File: src/rtl/imem_loader_if.sv
// imem_loader bus bundle: the host byte stream (valid/ready) and the
// instruction-memory write port.
//   slave  : the loader side (consumes bytes, drives the write port)
//   master : the environment side (byte source and memory sink)
interface imem_loader_if;
    logic [7:0]  rx_data;
    logic        rx_valid;
    logic        rx_ready;
    logic        imem_we;
    logic [31:0] imem_waddr;
    logic [31:0] imem_wdata;

    modport slave (
        input  rx_data,
        input  rx_valid,
        output rx_ready,
        output imem_we,
        output imem_waddr,
        output imem_wdata
    );

    modport master (
        output rx_data,
        output rx_valid,
        input  rx_ready,
        input  imem_we,
        input  imem_waddr,
        input  imem_wdata
    );
endinterface

File: src/rtl/imem_loader.sv
// imem_loader: program loader for the instruction memory.
//
// A load session starts with a single-cycle start pulse. The first byte is
// the word count N (1..DEPTH). The following 4*N bytes are packed
// little-endian into 32-bit words and written to consecutive word
// addresses 0, 4, 8, ... The core is held in reset (cpu_hold) for the
// whole session. A bad count or a gap of TIMEOUT_CYCLES cycles without a
// transfer aborts the session and raises the sticky error flag.
//
// Optional feature, macro IMEM_LOADER_CHKSUM_EN: after the last word, one
// further byte is accepted and compared with the XOR of all data bytes.
// A mismatch aborts the session. Words already written stay written.
module imem_loader #(
    parameter int DEPTH          = 64,
    parameter int TIMEOUT_CYCLES = 1000000
) (
    input  logic          clk,
    input  logic          reset,
    input  logic          start,
    imem_loader_if.slave  bus,
    output logic          cpu_hold,
    output logic          busy,
    output logic          done,
    output logic          error
);

    // ------------------------------------------------------------------
    // State encoding
    // ------------------------------------------------------------------
    localparam logic [2:0] ST_IDLE   = 3'd0;
    localparam logic [2:0] ST_COUNT  = 3'd1;
    localparam logic [2:0] ST_DATA   = 3'd2;
    localparam logic [2:0] ST_WRITE  = 3'd3;
    localparam logic [2:0] ST_FINISH = 3'd4;
    localparam logic [2:0] ST_ERR    = 3'd5;
`ifdef IMEM_LOADER_CHKSUM_EN
    localparam logic [2:0] ST_CHECK  = 3'd6;
`endif

    // Idle-cycle counter is wide enough to hold TIMEOUT_CYCLES itself.
    localparam int          TMO_W    = $clog2(TIMEOUT_CYCLES + 1);
    localparam logic [TMO_W-1:0] TMO_LAST = TMO_W'(TIMEOUT_CYCLES - 1);

    // ------------------------------------------------------------------
    // State registers
    // ------------------------------------------------------------------
    logic [2:0]       state_q,    state_d;
    logic [7:0]       count_q,    count_d;     // N latched from the count byte
    logic [7:0]       word_cnt_q, word_cnt_d;  // words written this session
    logic [1:0]       byte_cnt_q, byte_cnt_d;  // byte lane of the next data byte
    logic [TMO_W-1:0] tmo_q,      tmo_d;       // cycles since the last transfer
    logic [31:0]      waddr_q,    waddr_d;
    logic [31:0]      wdata_q,    wdata_d;
    logic             error_q,    error_d;
`ifdef IMEM_LOADER_CHKSUM_EN
    logic [7:0]       chk_q,      chk_d;       // running XOR of data bytes
`endif

    // ------------------------------------------------------------------
    // Handshake and timeout
    // ------------------------------------------------------------------
    logic rx_ready_w;
    logic xfer;
    logic tmo_expire;

    // The loader listens for bytes exactly in the states that consume them.
`ifdef IMEM_LOADER_CHKSUM_EN
    assign rx_ready_w = (state_q == ST_COUNT) || (state_q == ST_DATA) ||
                        (state_q == ST_CHECK);
`else
    assign rx_ready_w = (state_q == ST_COUNT) || (state_q == ST_DATA);
`endif

    assign xfer = bus.rx_valid && rx_ready_w;

    // Idle counter: runs only while waiting for a byte, restarts on a transfer.
    always_comb begin
        // NOTE: every signal written here gets a default first, otherwise
        // the paths that do not assign it would infer a latch.
        tmo_d      = '0;
        tmo_expire = 1'b0;
        if (rx_ready_w && !xfer) begin
            if (tmo_q == TMO_LAST) begin
                tmo_expire = 1'b1;
            end else begin
                tmo_d = tmo_q + TMO_W'(1);
            end
        end
    end

    // ------------------------------------------------------------------
    // Next-state logic
    // ------------------------------------------------------------------
    // Session sequencing, byte packing and address stepping.
    always_comb begin
        state_d    = state_q;
        count_d    = count_q;
        word_cnt_d = word_cnt_q;
        byte_cnt_d = byte_cnt_q;
        waddr_d    = waddr_q;
        wdata_d    = wdata_q;
        error_d    = error_q;
`ifdef IMEM_LOADER_CHKSUM_EN
        chk_d      = chk_q;
`endif

        case (state_q)
            ST_IDLE: begin
                if (start) begin
                    state_d    = ST_COUNT;
                    error_d    = 1'b0;
                    count_d    = '0;
                    word_cnt_d = '0;
                    byte_cnt_d = '0;
                    waddr_d    = '0;
                    wdata_d    = '0;
`ifdef IMEM_LOADER_CHKSUM_EN
                    chk_d      = '0;
`endif
                end
            end

            ST_COUNT: begin
                if (xfer) begin
                    if ((bus.rx_data == 8'd0) || (int'(bus.rx_data) > DEPTH)) begin
                        state_d = ST_ERR;
                    end else begin
                        count_d = bus.rx_data;
                        state_d = ST_DATA;
                    end
                end else if (tmo_expire) begin
                    state_d = ST_ERR;
                end
            end

            ST_DATA: begin
                if (xfer) begin
                    wdata_d[{byte_cnt_q, 3'b000} +: 8] = bus.rx_data;
                    byte_cnt_d = byte_cnt_q + 2'd1;
`ifdef IMEM_LOADER_CHKSUM_EN
                    chk_d      = chk_q ^ bus.rx_data;
`endif
                    if (byte_cnt_q == 2'd3) begin
                        state_d = ST_WRITE;
                    end
                end else if (tmo_expire) begin
                    state_d = ST_ERR;
                end
            end

            // Write strobe is up for this single cycle; address steps after it.
            ST_WRITE: begin
                waddr_d    = waddr_q + 32'd4;
                word_cnt_d = word_cnt_q + 8'd1;
                if ((word_cnt_q + 8'd1) == count_q) begin
`ifdef IMEM_LOADER_CHKSUM_EN
                    state_d = ST_CHECK;
`else
                    state_d = ST_FINISH;
`endif
                end else begin
                    state_d = ST_DATA;
                end
            end

`ifdef IMEM_LOADER_CHKSUM_EN
            ST_CHECK: begin
                if (xfer) begin
                    state_d = (bus.rx_data == chk_q) ? ST_FINISH : ST_ERR;
                end else if (tmo_expire) begin
                    state_d = ST_ERR;
                end
            end
`endif

            ST_FINISH: state_d = ST_IDLE;
            ST_ERR:    state_d = ST_IDLE;
            default:   state_d = ST_IDLE;
        endcase

        // Error is raised on the way into ERR so it is visible during the
        // ERR cycle and stays up until the next accepted start.
        if (state_d == ST_ERR) begin
            error_d = 1'b1;
        end
    end

    // ------------------------------------------------------------------
    // Registers with synchronous active-low reset
    // ------------------------------------------------------------------
    // Register update; reset discards any partially assembled word.
    always_ff @(posedge clk) begin
        // NOTE: sequential state uses non-blocking assignments so every
        // register samples the values from before this edge.
        if (!reset) begin
            state_q    <= ST_IDLE;
            count_q    <= '0;
            word_cnt_q <= '0;
            byte_cnt_q <= '0;
            tmo_q      <= '0;
            waddr_q    <= '0;
            wdata_q    <= '0;
            error_q    <= 1'b0;
`ifdef IMEM_LOADER_CHKSUM_EN
            chk_q      <= '0;
`endif
        end else begin
            state_q    <= state_d;
            count_q    <= count_d;
            word_cnt_q <= word_cnt_d;
            byte_cnt_q <= byte_cnt_d;
            tmo_q      <= tmo_d;
            waddr_q    <= waddr_d;
            wdata_q    <= wdata_d;
            error_q    <= error_d;
`ifdef IMEM_LOADER_CHKSUM_EN
            chk_q      <= chk_d;
`endif
        end
    end

    // ------------------------------------------------------------------
    // Outputs, decoded from registered state
    // ------------------------------------------------------------------
    assign bus.rx_ready   = rx_ready_w;
    assign bus.imem_we    = (state_q == ST_WRITE);
    assign bus.imem_waddr = waddr_q;
    assign bus.imem_wdata = wdata_q;
    assign busy           = (state_q != ST_IDLE);
    assign cpu_hold       = (state_q != ST_IDLE);
    assign done           = (state_q == ST_FINISH);
    assign error          = error_q;

endmodule

File: src/flat_wrapper.sv
// flat-port wrapper written by rule: the top's interface ports become plain ports
module imem_loader_flat 
#(
    parameter int DEPTH          = 64,
    parameter int TIMEOUT_CYCLES = 1000000
)
  (clk, reset, start, cpu_hold, busy, done, error, bus_rx_data, bus_rx_valid, bus_rx_ready, bus_imem_we, bus_imem_waddr, bus_imem_wdata);
  imem_loader_if bus_i ();
  input  logic clk;
  input  logic reset;
  input  logic start;
  output logic cpu_hold;
  output logic busy;
  output logic done;
  output logic error;
  input wire logic [$bits(bus_i.rx_data)-1:0] bus_rx_data;
  input wire logic [$bits(bus_i.rx_valid)-1:0] bus_rx_valid;
  output wire logic [$bits(bus_i.rx_ready)-1:0] bus_rx_ready;
  output wire logic [$bits(bus_i.imem_we)-1:0] bus_imem_we;
  output wire logic [$bits(bus_i.imem_waddr)-1:0] bus_imem_waddr;
  output wire logic [$bits(bus_i.imem_wdata)-1:0] bus_imem_wdata;
  assign bus_i.rx_data = bus_rx_data;
  assign bus_i.rx_valid = bus_rx_valid;
  assign bus_rx_ready = bus_i.rx_ready;
  assign bus_imem_we = bus_i.imem_we;
  assign bus_imem_waddr = bus_i.imem_waddr;
  assign bus_imem_wdata = bus_i.imem_wdata;
  imem_loader #(.DEPTH(DEPTH), .TIMEOUT_CYCLES(TIMEOUT_CYCLES)) u_core (.clk(clk), .reset(reset), .start(start), .bus(bus_i), .cpu_hold(cpu_hold), .busy(busy), .done(done), .error(error));
endmodule
File: config.mk
export PLATFORM = sky130hd
export DESIGN_NAME = imem_loader_flat
export DESIGN_NICKNAME = d
export VERILOG_FILES = /design/src/rtl/imem_loader_if.sv /design/src/rtl/imem_loader.sv /design/src/flat_wrapper.sv
export SDC_FILE = /design/constraint.sdc
export NUM_CORES = 1
export LEC_CHECK = 0
export ABC_AREA = 1
export CAP_MARGIN = 20
export CORE_MARGIN = 5
export CORE_UTILIZATION = 25
export DETAILED_ROUTE_END_ITERATION = 10
export PLACE_DENSITY = 0.41
export SLEW_MARGIN = 15
export SYNTH_ARGS = -nofsm -noshare
export SYNTH_HDL_FRONTEND = slang
export SYNTH_SLANG_ARGS = --single-unit
File: constraint.sdc
create_clock -name clk -period 2.3 [get_ports clk]
set_clock_uncertainty 0.15 [all_clocks]
set_input_delay 0.345 -clock clk [delete_from_list [all_inputs] [get_ports clk]]
set_output_delay 0.345 -clock clk [all_outputs]
set_load 0.02 [all_outputs]
==> writeup.txt <==
Number of primary I/O pins: 82. The routability congestion estimate from global placement is 0.843, and the number of instances on the worst hold path is 2. After the last flow step, the layout net total stands at 908. The final max-slew violation count recorded for this run is 0. The number of clock sinks came to 104.

Counting plain and timing-repair buffers in the layout gives 119. TritonCTS built the clock tree. The data required time reported for the critical path is 1800 ps. The static leakage was 0.00266 uW; the later-pin clock latency in the skew report was 350 ps.

Summing every instance area after synthesis gives 5390 sq um. In the floorplan report the effective utilization is 25.5%. The first global-routing pass estimated 27500 um of wire. With the post-detailed-route count of antenna-violating nets at 0, the count of inverters other than clock inverters in the layout is 96. Per the layout report, the design carries 2330 filler cells. The initial antenna violation count was 0. Looking at the power breakdown, sequential logic takes 47.1% of the total. The flow ran to the end, and the final reports show no timing, DRC or antenna violations. The netlist uses 44 different library cells. The ratio of total power to cell area is 561 nW/um^2, and the standard-cell row count is 53. In the global route stage, met3 resource usage came out at 3.46%. Power share of the clock group: 41.3%.

For this floorplan the total number of well-tap instances is 275. For this design, Yosys synthesis ends with a cell count of 778. With the internal power at 2950 uW, the maximum buffer depth of the clock tree is 2.
## power groups by stage
stage / clock network [uW] / logic (uW) / registers (uW)
after CTS: 1700 / 466 / 1870
after detailed placement: 0 / 465 / 1910
final: 1640 / 458 / 1870
after global routing: 1770 / 507 / 1870
after global placement: 0 / 467 / 1910
after floorplan: 0 / 234 / 1930
## cells by family after synthesis
group / after synthesis / synth area share (%)
adder cells (fa/ha/maj): 9 / 2.09
other: 1 / 0.0696
flip-flops: 104 / 38.7
AND-OR/OR-AND: 154 / 17.5
buffers and inverters: 118 / 8.83
AND/OR/NAND/NOR: 388 / 32.2
XOR/XNOR: 4 / 0.651
## tightest hold or removal path: stages, from the launching register on
cell and delay, ps:
dfxtp_1 310, nand2_1 60, a21oi_1 50
## stage by stage
step / setup WS (ps) / cell area (sq um)
2_1_floorplan: 386 / 5390
3_3_place_gp: 118 / 6730
3_5_place_dp: 63.1 / 6730
4_1_cts: 69.9 / 7040
5_1_grt: 2.68 / 7060
6_report: 185 / 7060
## cells in the mapped netlist, drive strengths merged
cell | count | area share [%]
nor4 | 4 | 0.46
o21ai | 41 | 3.8
o211ai | 1 | 0.14
o22ai | 2 | 0.23
o211a | 9 | 1.7
buf | 13 | 1.4
xnor2 | 2 | 0.33
conb | 1 | 0.070
a21oi | 78 | 7.9
a311oi | 1 | 0.16
a22oi | 2 | 0.28
ha | 9 | 2.1
nand3b | 3 | 0.42
o2111ai | 1 | 0.49
xor2 | 2 | 0.33
nand4 | 23 | 2.8
a31oi | 3 | 0.35
or2 | 3 | 0.35
dfxtp | 104 | 39
clkbuf | 9 | 0.63
nor3b | 1 | 0.14
a221oi | 2 | 0.33
nor2 | 86 | 6.5
nand3 | 69 | 6.6
nand2 | 172 | 12
o221ai | 1 | 0.16
nor3 | 27 | 2.8
a211oi | 13 | 2.0
inv | 96 | 6.8
## placed cells by master (no fill, tap or decap), types with 3 or more instances in the layout
| master | Yosys | layout |
|---|---|---|
| nand2_1 | 171 | 171 |
| dfxtp_1 | 104 | 103 |
| inv_1 | 89 | 88 |
| nor2_1 | 80 | 79 |
| a21oi_1 | 75 | 75 |
| clkdlybuf4s50_1 | 0 | 74 |
| nand3_1 | 68 | 68 |
| o21ai_0 | 39 | 39 |
| buf_4 | 5 | 38 |
| nor3_1 | 25 | 25 |
| nand4_1 | 22 | 22 |
| a211oi_1 | 11 | 11 |
| o211a_1 | 9 | 9 |
| clkbuf_16 | 0 | 9 |
| ha_1 | 9 | 8 |
| inv_2 | 6 | 7 |
| nor2_2 | 4 | 5 |
| nor4_1 | 4 | 4 |
| nand3b_1 | 3 | 3 |
| a31oi_1 | 3 | 3 |
| a21oi_4 | 3 | 3 |
| clkbuf_8 | 0 | 3 |
| dlymetal6s2s_1 | 0 | 3 |
## how the worst max path moves through the flow
stage                                     end  depth (start not counted)                startpoint
finish                           bus_rx_ready                          4         u_core.state_q[2]
detailed placement   u_core.bus.imem_waddr[4]                          7                     start
floorplan           u_core.bus.imem_waddr[28]                          9  u_core.bus.imem_waddr[2]
global placement    u_core.bus.imem_wdata[12]                          8              bus_rx_valid
global route        u_core.bus.imem_waddr[28]                          9  u_core.bus.imem_waddr[3]
CTS                                      done                          3         u_core.state_q[2]
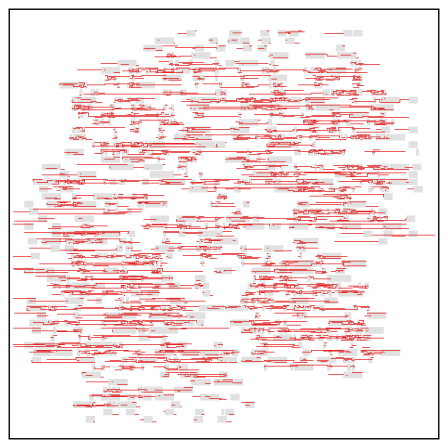
Fig. 1. Metal 1.
837 nets have wire on it. The layer holds 47% of the routed length. The layer carries 7900 um of wire. The longest straight run is 48.8 um.

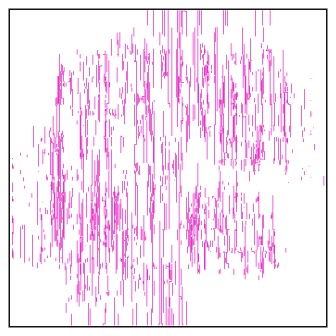
Fig. 2. M2 wires.
The layer holds 47% of the routed length. 722 nets have wire on it. The layer carries 7950 um of wire.

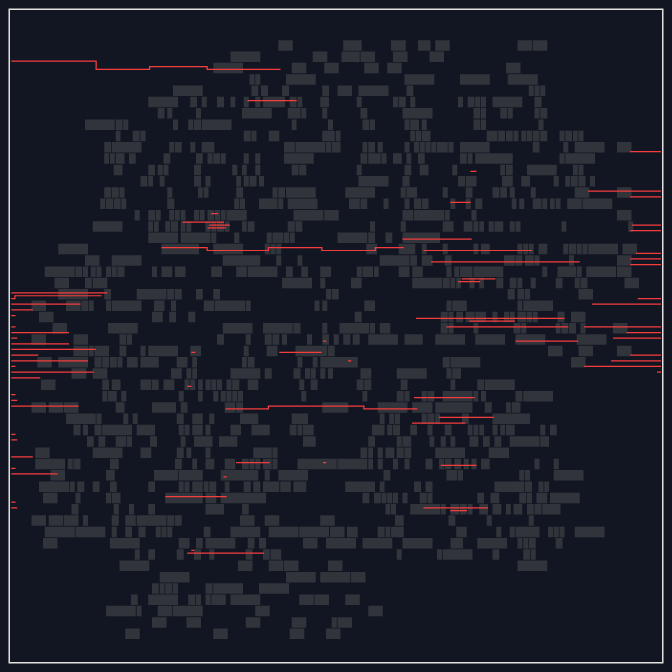
Fig. 3. Met3 routing.
The longest straight run is 35.4 um. The wires run mostly horizontal. The layer holds 5.2% of the routed length.

Power and IR drop assume default switching activity.
